===== config.mk =====
export PLATFORM = sky130hd
export DESIGN_NAME = uart_serial_tx_flat
export DESIGN_NICKNAME = d
export VERILOG_FILES = /design/src/rtl/uart_pkg.sv /design/src/rtl/uart_serial_tx_if.sv /design/src/rtl/uart_baud_tick.sv /design/src/rtl/uart_serial_tx.sv /design/src/flat_wrapper.sv
export SDC_FILE = /design/constraint.sdc
export NUM_CORES = 1
export LEC_CHECK = 0
export CORE_ASPECT_RATIO = 1.25
export CORE_UTILIZATION = 49
export CTS_BUF_LIST = sky130_fd_sc_hd__clkbuf_16
export DETAILED_ROUTE_END_ITERATION = 16
export GPL_TIMING_DRIVEN = 0
export PLACE_DENSITY = 0.75
export SKIP_LAST_GASP = 1
export SLEW_MARGIN = 5
export SYNTH_ARGS = -nofsm -noshare
export SYNTH_HDL_FRONTEND = slang
export SYNTH_SLANG_ARGS = --single-unit

===== constraint.sdc =====
create_clock -name clk -period 1.9 [get_ports clk]
set_input_delay 0.57 -clock clk [delete_from_list [all_inputs] [get_ports clk]]
set_output_delay 0.57 -clock clk [all_outputs]
set_load 0.05 [all_outputs]

===== src/rtl/uart_pkg.sv =====
// Shared UART definitions: transmit FSM states, line levels and the baud divider helper.
package uart_pkg;

  typedef enum logic [2:0] {
    IDLE   = 3'd0,
    START  = 3'd1,
    DATA   = 3'd2,
    PARITY = 3'd3,
    STOP   = 3'd4
  } tx_state_t;

  localparam logic IDLE_LEVEL = 1'b1;
  localparam logic STOP_LEVEL = 1'b1;

  function automatic int baud_div(input int clk_freq, input int baud_rate);
    return clk_freq / baud_rate;
  endfunction

endpackage


===== src/rtl/uart_serial_tx_if.sv =====
// System-side request interface of the UART transmitter.
interface uart_serial_tx_if #(
  parameter int DATA_BITS = 8
) ();

  // tx_start is a request that is honoured only while tx_busy=0; the word on tx_data is
  // captured on that same cycle. tx_busy stays high until the frame ends and tx_done
  // pulses for one clk at the very end; requests seen while busy are dropped, not queued.
  logic                 tx_start;
  logic [DATA_BITS-1:0] tx_data;
  logic                 tx_busy;
  logic                 tx_done;

  modport master (output tx_start, output tx_data, input tx_busy, input tx_done);
  modport slave  (input tx_start, input tx_data, output tx_busy, output tx_done);

endinterface


===== src/rtl/uart_baud_tick.sv =====
// Bit-period counter: counts 0..BAUD_DIV-1 and flags the last clk of each bit.
module uart_baud_tick #(
  parameter int BAUD_DIV = 16,
  parameter int CNT_W    = (BAUD_DIV > 1) ? $clog2(BAUD_DIV) : 1
) (
  input  logic             clk,
  input  logic             reset,
  input  logic             Sync_Reset,
  input  logic             clear,
  output logic [CNT_W-1:0] count,
  output logic             bit_end
);

  localparam logic [CNT_W-1:0] LAST = CNT_W'(BAUD_DIV - 1);

  always_ff @(posedge clk or negedge reset) begin
    if (!reset) begin
      count <= '0;
    end else if (Sync_Reset || clear || (count == LAST)) begin
      count <= '0;
    end else begin
      count <= count + 1'b1;
    end
  end

  assign bit_end = !clear && (count == LAST);

endmodule


===== src/rtl/uart_serial_tx.sv =====
// UART transmitter: start bit, LSB-first data, optional even parity, one stop bit.
// Define UART_TX_PARITY_EN to insert the parity slot after the data bits.
module uart_serial_tx
  import uart_pkg::*;
#(
  parameter int DATA_BITS = 8,
  parameter int CLK_FREQ  = 50_000_000,
  parameter int BAUD_RATE = 115_200
) (
  input  logic             clk,
  input  logic             reset,
  input  logic             Sync_Reset,
  uart_serial_tx_if.slave  tx_if,
  output logic             tx_serial,
  output tx_state_t        dbg_state
);

  localparam int BAUD_DIV = baud_div(CLK_FREQ, BAUD_RATE);
  localparam int CNT_W    = (BAUD_DIV > 1) ? $clog2(BAUD_DIV) : 1;
  localparam int IDX_W    = $clog2(DATA_BITS);

  localparam logic [IDX_W-1:0] LAST_IDX = IDX_W'(DATA_BITS - 1);
  // tx_done is registered, so it is decided one clk before the stop bit's last clk.
  localparam logic [CNT_W-1:0] DONE_CNT = CNT_W'(BAUD_DIV - 2);

  tx_state_t            state;
  logic [IDX_W-1:0]     bit_idx;
  logic [DATA_BITS-1:0] shift_reg;
  logic                 busy_q;
  logic                 done_q;
  logic [CNT_W-1:0]     count;
  logic                 bit_end;
`ifdef UART_TX_PARITY_EN
  logic                 parity_q;
`endif

  uart_baud_tick #(
    .BAUD_DIV (BAUD_DIV),
    .CNT_W    (CNT_W)
  ) u_baud_tick (
    .clk        (clk),
    .reset      (reset),
    .Sync_Reset (Sync_Reset),
    .clear      (state == IDLE),
    .count      (count),
    .bit_end    (bit_end)
  );

  always_ff @(posedge clk or negedge reset) begin
    if (!reset) begin
      state     <= IDLE;
      tx_serial <= IDLE_LEVEL;
      busy_q    <= 1'b0;
      done_q    <= 1'b0;
      bit_idx   <= '0;
      shift_reg <= '0;
`ifdef UART_TX_PARITY_EN
      parity_q  <= 1'b0;
`endif
    end else if (Sync_Reset) begin
      state     <= IDLE;
      tx_serial <= IDLE_LEVEL;
      busy_q    <= 1'b0;
      done_q    <= 1'b0;
      bit_idx   <= '0;
      shift_reg <= '0;
`ifdef UART_TX_PARITY_EN
      parity_q  <= 1'b0;
`endif
    end else begin
      done_q <= (state == STOP) && (count == DONE_CNT);
      case (state)
        IDLE: begin
          tx_serial <= IDLE_LEVEL;
          if (tx_if.tx_start) begin
            state     <= START;
            tx_serial <= 1'b0;
            busy_q    <= 1'b1;
            bit_idx   <= '0;
            shift_reg <= tx_if.tx_data;
`ifdef UART_TX_PARITY_EN
            parity_q  <= ^tx_if.tx_data;
`endif
          end
        end
        START: begin
          if (bit_end) begin
            state     <= DATA;
            tx_serial <= shift_reg[0];
          end
        end
        DATA: begin
          if (bit_end) begin
            if (bit_idx == LAST_IDX) begin
`ifdef UART_TX_PARITY_EN
              state     <= PARITY;
              tx_serial <= parity_q;
`else
              state     <= STOP;
              tx_serial <= STOP_LEVEL;
`endif
            end else begin
              // Next bit is presented straight from shift_reg[1] so the line never lags.
              bit_idx   <= bit_idx + 1'b1;
              shift_reg <= shift_reg >> 1;
              tx_serial <= shift_reg[1];
            end
          end
        end
`ifdef UART_TX_PARITY_EN
        PARITY: begin
          if (bit_end) begin
            state     <= STOP;
            tx_serial <= STOP_LEVEL;
          end
        end
`endif
        STOP: begin
          if (bit_end) begin
            state     <= IDLE;
            tx_serial <= IDLE_LEVEL;
            busy_q    <= 1'b0;
          end
        end
        default: begin
          state     <= IDLE;
          tx_serial <= IDLE_LEVEL;
          busy_q    <= 1'b0;
        end
      endcase
    end
  end

  assign tx_if.tx_busy = busy_q;
  assign tx_if.tx_done = done_q;
  assign dbg_state     = state;

endmodule


===== src/flat_wrapper.sv =====
// flat-port wrapper written by rule: the top's interface ports become plain ports
module uart_serial_tx_flat import uart_pkg::*;
#(
  parameter int DATA_BITS = 8,
  parameter int CLK_FREQ  = 50_000_000,
  parameter int BAUD_RATE = 115_200
)
  (clk, reset, Sync_Reset, tx_serial, dbg_state, tx_if_tx_start, tx_if_tx_data, tx_if_tx_busy, tx_if_tx_done);
  uart_serial_tx_if #(.DATA_BITS(DATA_BITS)) tx_if_i ();
  input  logic clk;
  input  logic reset;
  input  logic Sync_Reset;
  output logic tx_serial;
  output tx_state_t dbg_state;
  input wire logic [$bits(tx_if_i.tx_start)-1:0] tx_if_tx_start;
  input wire logic [$bits(tx_if_i.tx_data)-1:0] tx_if_tx_data;
  output wire logic [$bits(tx_if_i.tx_busy)-1:0] tx_if_tx_busy;
  output wire logic [$bits(tx_if_i.tx_done)-1:0] tx_if_tx_done;
  assign tx_if_i.tx_start = tx_if_tx_start;
  assign tx_if_i.tx_data = tx_if_tx_data;
  assign tx_if_tx_busy = tx_if_i.tx_busy;
  assign tx_if_tx_done = tx_if_i.tx_done;
  uart_serial_tx #(.DATA_BITS(DATA_BITS), .CLK_FREQ(CLK_FREQ), .BAUD_RATE(BAUD_RATE)) u_core (.clk(clk), .reset(reset), .Sync_Reset(Sync_Reset), .tx_if(tx_if_i), .tx_serial(tx_serial), .dbg_state(dbg_state));
endmodule

==> qor.yml, run 1 <==
status: "finished, final reports clean"
drt_iter0_markers: 22
top_area_cell_class: "multi-input combinational cells"
drc_errors: 0
power_mw: 1.39
max_clock_freq_mhz: 529
p_leak_nw: 0.876
grt_setup_unrepaired: "yes"
cts_buffers: 3
regToRegSetupSlack_ns: 0.008
skew_ns: 0.00422
finalSetupViolCount: 0
htree_levels: 1
flops: 26
num_io_pins: 18
postCtsHoldBufs: 0
pre_cts_ws_ns: -0.400
p_per_area_mw_per_mm2: 744
dp_cells: 181
grt_pass1_vias: 1135
clkCellAreaFrac: 0.0564
seq_power_uw: 594
fp_util: 0.522
largest_reg_flops: 9
cts.repair.resized: 13
grt-busiest-layer: "met2"
min_path_type: "in -> async"
gp_congestion: 0.783
grt_use_met3: 0.0245
pwr.group.combinational_uw: 180
cp_slowest_stage_delay_ns: 0.39
finalWorstSetupSlack_ns: 0.00799
yosysWarnings: 0
seq_area_um2: 653
edf_count: 0
run 1: kinds of logic after synthesis:
logic type | after synthesis | share of synthesized area
adders and majority gates | 5 | 0.0439
xor gates and xnor gates | 8 | 0.0492
buffers and inverters | 15 | 0.0483
and+or+nand+nor | 43 | 0.183
DFF | 26 | 0.457
muxes | 12 | 0.107
AOI/OAI and AO/OA | 21 | 0.111
run 1: worst paths after layout:
check | end | depth (start not counted) | from
worst max-delay path | u_core.shift_reg[6]$_DFFE_PN0P_ | 6 | u_core.dbg_state[2]$_DFFE_PN0P_
worst min-delay path | u_core.dbg_state[0]$_DFFE_PN0P_ | 1 | reset
worst max register to register | u_core.shift_reg[6]$_DFFE_PN0P_ | 6 | u_core.dbg_state[2]$_DFFE_PN0P_
worst min register to register | u_core.shift_reg[0]$_DFFE_PN0P_ | 1 | u_core.shift_reg[0]$_DFFE_PN0P_
max in group asynchronous | u_core.dbg_state[2]$_DFFE_PN0P_ | 1 | reset
min in group clk | u_core.shift_reg[0]$_DFFE_PN0P_ | 1 | u_core.shift_reg[0]$_DFFE_PN0P_
run 1: cells in the final DEF (no fill, tap or decap), types with 4 or more instances in the layout:
master / synthesis / layout
nand3_1: 4 / 4
a22o_1: 7 / 7
dfrtp_1: 25 / 24
mux2_4: 6 / 6
mux2i_1: 4 / 4
inv_1: 8 / 8
nor2_1: 12 / 12
clkdlybuf4s50_1: 0 / 9
buf_2: 4 / 6
dlygate4sd2_1: 0 / 5
xor2_1: 5 / 5
buf_4: 0 / 9
run 1: per-layer routing:
metal | vias up | wire length (um)
met5 | - | 0
met4 | 0 | 63
met3 | 7 | 104
met2 | 37 | 1420
met1 | 526 | 1270
li1 | 515 | -
### Cell classes on the final placement, run 1

Fill, decap, tap and diode cells in gray.
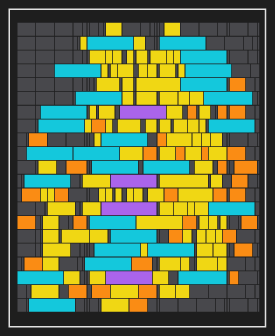
legend:
  orange:
    class: remaining buffers and delay cells
    cells: 34
    share_of_their_area: 15%
  yellow:
    class: remaining logic cells
    cells: 97
    share_of_their_area: 43%
  cyan:
    class: sequential cells
    cells: 26
    share_of_their_area: 36%
  purple:
    class: clock drivers and dummy loads
    cells: 4
    share_of_their_area: 5.8%
fin util: 0.682
Rows: 21
CORE AREA: 0.00273 mm2
sequential share of cell area: 0.350

### Cells by drive strength, run 1

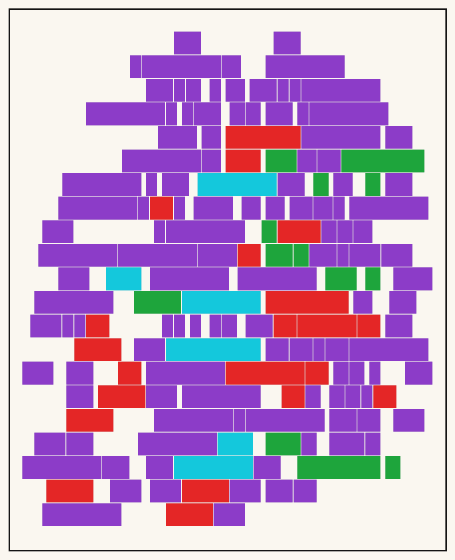
legend:
  red:
    size: x3 and x4
    cells: 21
    most_used: buf_4
  cyan:
    size: x6 and larger
    cells: 6
    most_used: clkbuf_16
  green:
    size: x2
    cells: 13
    most_used: buf_2
  purple:
    size: x1 and smaller
    cells: 121
    most_used: dfrtp_1
Non-CTS buffers: 34
post-route design area: 0.00186 mm2

### Signal wires by layer, run 1

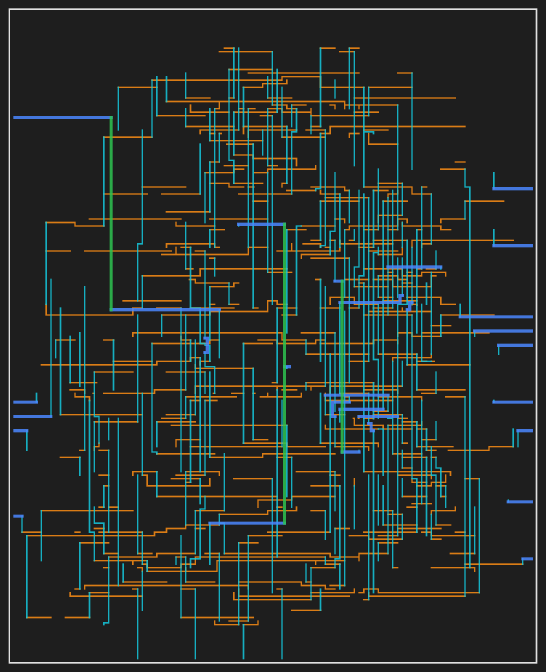
legend:
  blue:
    layer: M3
    wire_length: 104 um
  green:
    layer: M4
    wire_length: 63.2 um
  orange:
    layer: M1
    wire_length: 1270 um
  cyan:
    layer: M2
    wire_length: 1420 um
vias after detailed routing: 1085
GRT Util Overall: 0.203
routed wire length: 2850 um

## Run 2: what changed since run 1
- SKIP_LAST_GASP: 1 -> default
### Cell classes on the final placement, run 2

Fill, decap, tap and diode cells in gray.
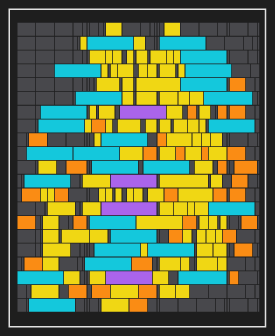
legend:
  purple:
    class: clock drivers and dummy loads
    cells: 4
    share_of_their_area: 5.8%
  yellow:
    class: remaining logic cells
    cells: 97
    share_of_their_area: 43%
  cyan:
    class: sequential cells
    cells: 26
    share_of_their_area: 36%
  orange:
    class: remaining buffers and delay cells
    cells: 34
    share_of_their_area: 15%

==> run 2 against run 1 <==
Cell count is the same. Combinational power hardly changed. Synthesized cell count stayed put. Register-to-register slack is essentially flat. First-iteration DRC count stayed put. Sequential share of layout area is the same. Critical path depth unchanged. Fmax unchanged. Critical path type unchanged. Highest routed layer unchanged.
==> qor.yml, run 2 <==
ys_types: 43
seq_power_uw: 594
die_area_mm2: 0.00313
wl_met3_um: 104
cts_buffers: 3
fin_area_mm2: 0.00186
mux_share: 0.107
min_path_type: "in -> async"
finalSetupViolCount: 0
lay_top_count: "dfrtp_1"
skew_ns: 0.00422
gp_congestion: 0.783
drc_errors: 0
cp_slowest_stage_delay_ns: 0.39
grt_use_met3: 0.0245
top_logic_kind: "simple AND/OR/NAND/NOR gates"
dr_total_vias: 1085
ys_sh_aoi: 0.112
p_per_area_mw_per_mm2: 744
die_h_um: 62.3
grt_pass1_vias: 1135
ys_sh_adder: 0.0439
largest_reg_flops: 9
drt_iter0_markers: 22
num_rows: 21
pwr.group.combinational_uw: 180
num_io_pins: 18
fp.dieW_um: 50.2
edf_count: 0
totalWireLength_um: 2850
status: "finished, final reports clean"
p_leak_nw: 0.876
simple_gate_share: 0.183
max_clock_freq_mhz: 529
startpoint: "u_core.dbg_state[2]$_DFFE_PN0P_"
synth-xor-area-share: 0.0492
core-area_mm2: 0.00273
lay_top_cells: "dfrtp_1, nor2_1, clkdlybuf4s50_1, buf_4, inv_1"
htree_levels: 1
yosysWarnings: 0
### Signal wires by layer, run 2

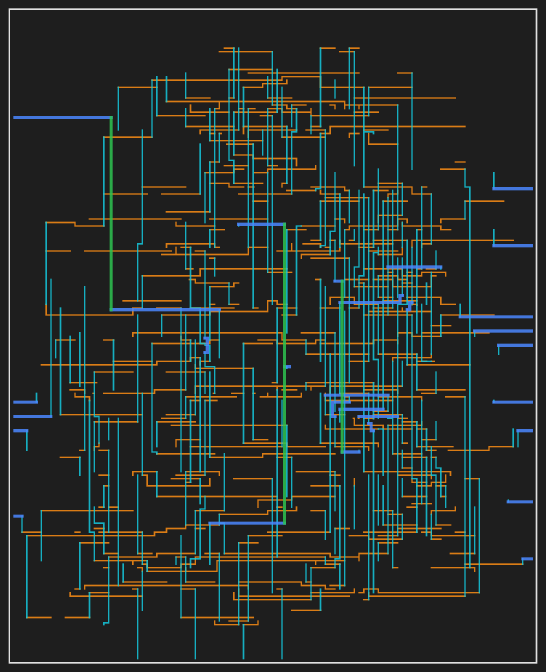
legend:
  cyan:
    layer: M2
    wire_length: 1420 um
  orange:
    layer: M1
    wire_length: 1270 um
  blue:
    layer: M3
    wire_length: 104 um
  green:
    layer: M4
    wire_length: 63.2 um
Avg WL per Cell: 14.6 um

-- run 2: cell counts in the layout (fill, tap and decap cells not counted) --
Identical to the previous run, type by type.
-- run 2: layout make-up --
type	count	area [um2]
Tap cell	34	42.5
Timing Repair Buffer	27	240
Clock inverter	1	30.0
Fill cell	198	868
Sequential cell	26	653
Inverter	8	30.0
Multi-Input combinational cell	89	753
Clock buffer	3	75.1
Buffer	7	40.0
-- run 2: path summary, 6_finish.rpt --
check	end	slack (ns)	cells past startpoint
hold reg to reg	u_core.shift_reg[0]$_DFFE_PN0P_	0.51	1
setup / recovery	u_core.shift_reg[6]$_DFFE_PN0P_	0.008	6
min in group clk	u_core.shift_reg[0]$_DFFE_PN0P_	0.51	1
max in group asynchronous	u_core.dbg_state[2]$_DFFE_PN0P_	1.19	1
setup reg to reg	u_core.shift_reg[6]$_DFFE_PN0P_	0.008	6
hold / removal	u_core.dbg_state[0]$_DFFE_PN0P_	0.30	1
-- run 2: timing repair --
item	4_1_cts	5_1_grt
endpoints found under the hold margin	0	0
pin swaps	1	2
setup buffers	6	3
gates resized	13	7
endpoints found under the setup margin	14	12
gates cloned	1	0
-- run 2: per-stage QoR --
step	total power, mW	instances	TNS [ns]	worst slack (ns)	utilization
after global routing	1.44	195	-0.570	-0.0827	0.682
after CTS	1.39	192	0	0.00255	0.663
after global placement	0.757	181	-5.27	-0.384	0.600
final	1.39	195	0	0.00799	0.682
after detailed placement	0.763	181	-6.97	-0.400	0.600
after floorplan	0.700	130	0	0.0527	-
-- run 2: logic make-up (layout without fill, tap and decap cells) --
kind of cell | Yosys count | in the layout
and+or+nand+nor | 43 | 43
DFF | 26 | 26
AOI/OAI and AO/OA | 21 | 21
buffers and inverters | 15 | 46
muxes | 12 | 12
xor gates and xnor gates | 8 | 8
adders and majority gates | 5 | 5
### Cells by drive strength, run 2

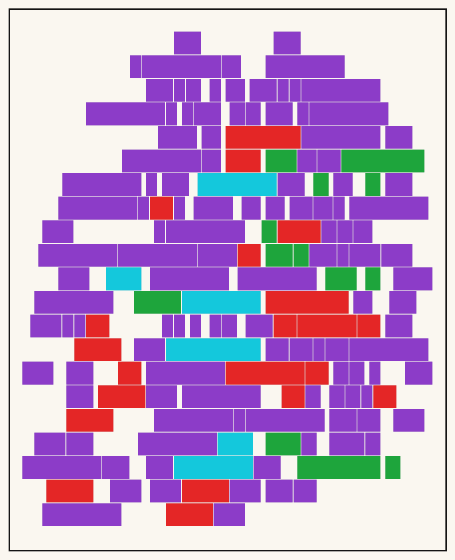

## Run 3: what changed since run 2
- CELL_PAD_IN_SITES_DETAIL_PLACEMENT: default -> 0
- CELL_PAD_IN_SITES_GLOBAL_PLACEMENT: default -> 1
- CORE_UTILIZATION: 49 -> 39
- PLACE_DENSITY: 0.75 -> default
- PLACE_DENSITY_LB_ADDON: default -> 0.1
### Cells by drive strength, run 3

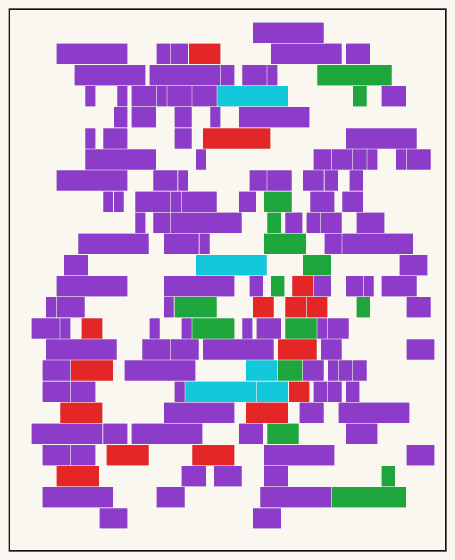
legend:
  red:
    size: x3 and x4
    cells: 15
    most_used: mux2_4
  purple:
    size: x1 and smaller
    cells: 122
    most_used: dfrtp_1
  cyan:
    size: x6 and larger
    cells: 5
    most_used: clkbuf_16
  green:
    size: x2
    cells: 15
    most_used: buf_2
final worst slack: 0.0528 ns
Syn-to-layout area delta: 25.5%
Non-CTS buffers: 30
post-route design area: 0.00179 mm2

==> run 3 against run 2 <==
Combinational power decreased by 8%. Clock skew decreased by 0.0011 ns. Synthesized area unchanged. Critical path type is now reg -> out. Critical endpoint is now dbg_state[1]. Largest power group is now registers.
==> qor.yml, run 3 <==
grtUsageTotal: 0.157
drt_iter0_markers: 12
regToRegSetupSlack_ns: 0.07
power_mw: 1.23
simple_gate_share: 0.183
edf_count: 0
drc_errors: 0
grt_pass1_vias: 1081
ys_sh_aoi: 0.112
totalWireLength_um: 2710
gp_congestion: 0.742
num_rows: 24
wl_per_cell_um: 13.8
synth-xor-area-share: 0.0492
r2r_start: "u_core.bit_idx[1]$_DFFE_PN0P_"
ys_types: 43
fin_cells: 196
max_clock_freq_mhz: 541
die_h_um: 69.6
top_logic_kind: "simple AND/OR/NAND/NOR gates"
yosysWarnings: 0
htree_levels: 1
skew_ns: 0.00307
num_io_pins: 18
mux_share: 0.107
die_area_mm2: 0.00390
regToRegEndpoint: "u_core.shift_reg[2]$_DFFE_PN0P_"
pre_cts_ws_ns: -0.408
fp.dieW_um: 56.1
grt_setup_unrepaired: "no"
worst-path-stages: 1
ys_sh_adder: 0.0439
status: "finished, final reports clean"
### Placed standard cells, run 3

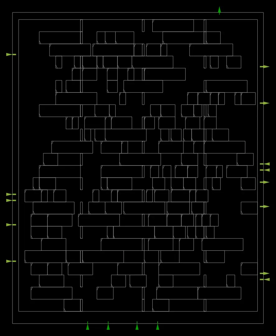
sequential share of cell area: 0.365
flop count: 26

[run 3: how the worst min path moves through the flow]
stage                                          start                               endpoint
6_report                                       reset  u_core.u_baud_tick.count[7]$_DFF_PN0_
5_1_grt                                        reset  u_core.u_baud_tick.count[2]$_DFF_PN0_
4_1_cts        u_core.u_baud_tick.count[0]$_DFF_PN0_  u_core.u_baud_tick.count[0]$_DFF_PN0_
3_5_place_dp         u_core.shift_reg[6]$_DFFE_PN0P_        u_core.shift_reg[6]$_DFFE_PN0P_
3_3_place_gp         u_core.shift_reg[0]$_DFFE_PN0P_        u_core.shift_reg[0]$_DFFE_PN0P_
2_1_floorplan                                  reset          u_core.bit_idx[0]$_DFFE_PN0P_
[run 3: final cells by class]
| class | count | area [um2] |
|---|---|---|
| clock buffer | 3 | 75.1 |
| tap | 39 | 48.8 |
| clock inverter | 1 | 3.75 |
| buffer | 7 | 42.5 |
| multi-input combinational | 89 | 724 |
| sequential | 26 | 653 |
| fill | 331 | 1690 |
| inverter | 8 | 30.0 |
| timing repair buffer | 23 | 211 |
[run 3: report_power, final]
part	switching [mW]	leakage [nW]	internal, mW
Combinational	0.0818	0.449	0.0843
Sequential	0.0151	0.346	0.578
Clock	0.190	0.0423	0.282
Total	0.286	0.837	0.944
[run 3: per-stage QoR]
step	setup TNS [ns]	cell area, um2
after global routing	0	1790
final	0	1790
after CTS	0	1760
after detailed placement	-8.74	1650
after floorplan	0	1430
after global placement	-7.32	1650
[run 3: routing by layer]
layer	track usage	routed length [um]
met1	0.187	1200
met2	0.270	1370
met5	0	0
met3	0.0261	78
met4	0.0786	70
[run 3: timing repair]
item / in CTS / in global routing
pin swaps: 1 / 2
hold buffers: 0 / 0
cloned: 0 / 0
setup buffers: 4 / 2
resized: 10 / 8
endpoints found under the hold margin: 0 / 0
setup endpoints to repair: 14 / 12
No activity file was given, so power comes from the tool's default toggle rates.
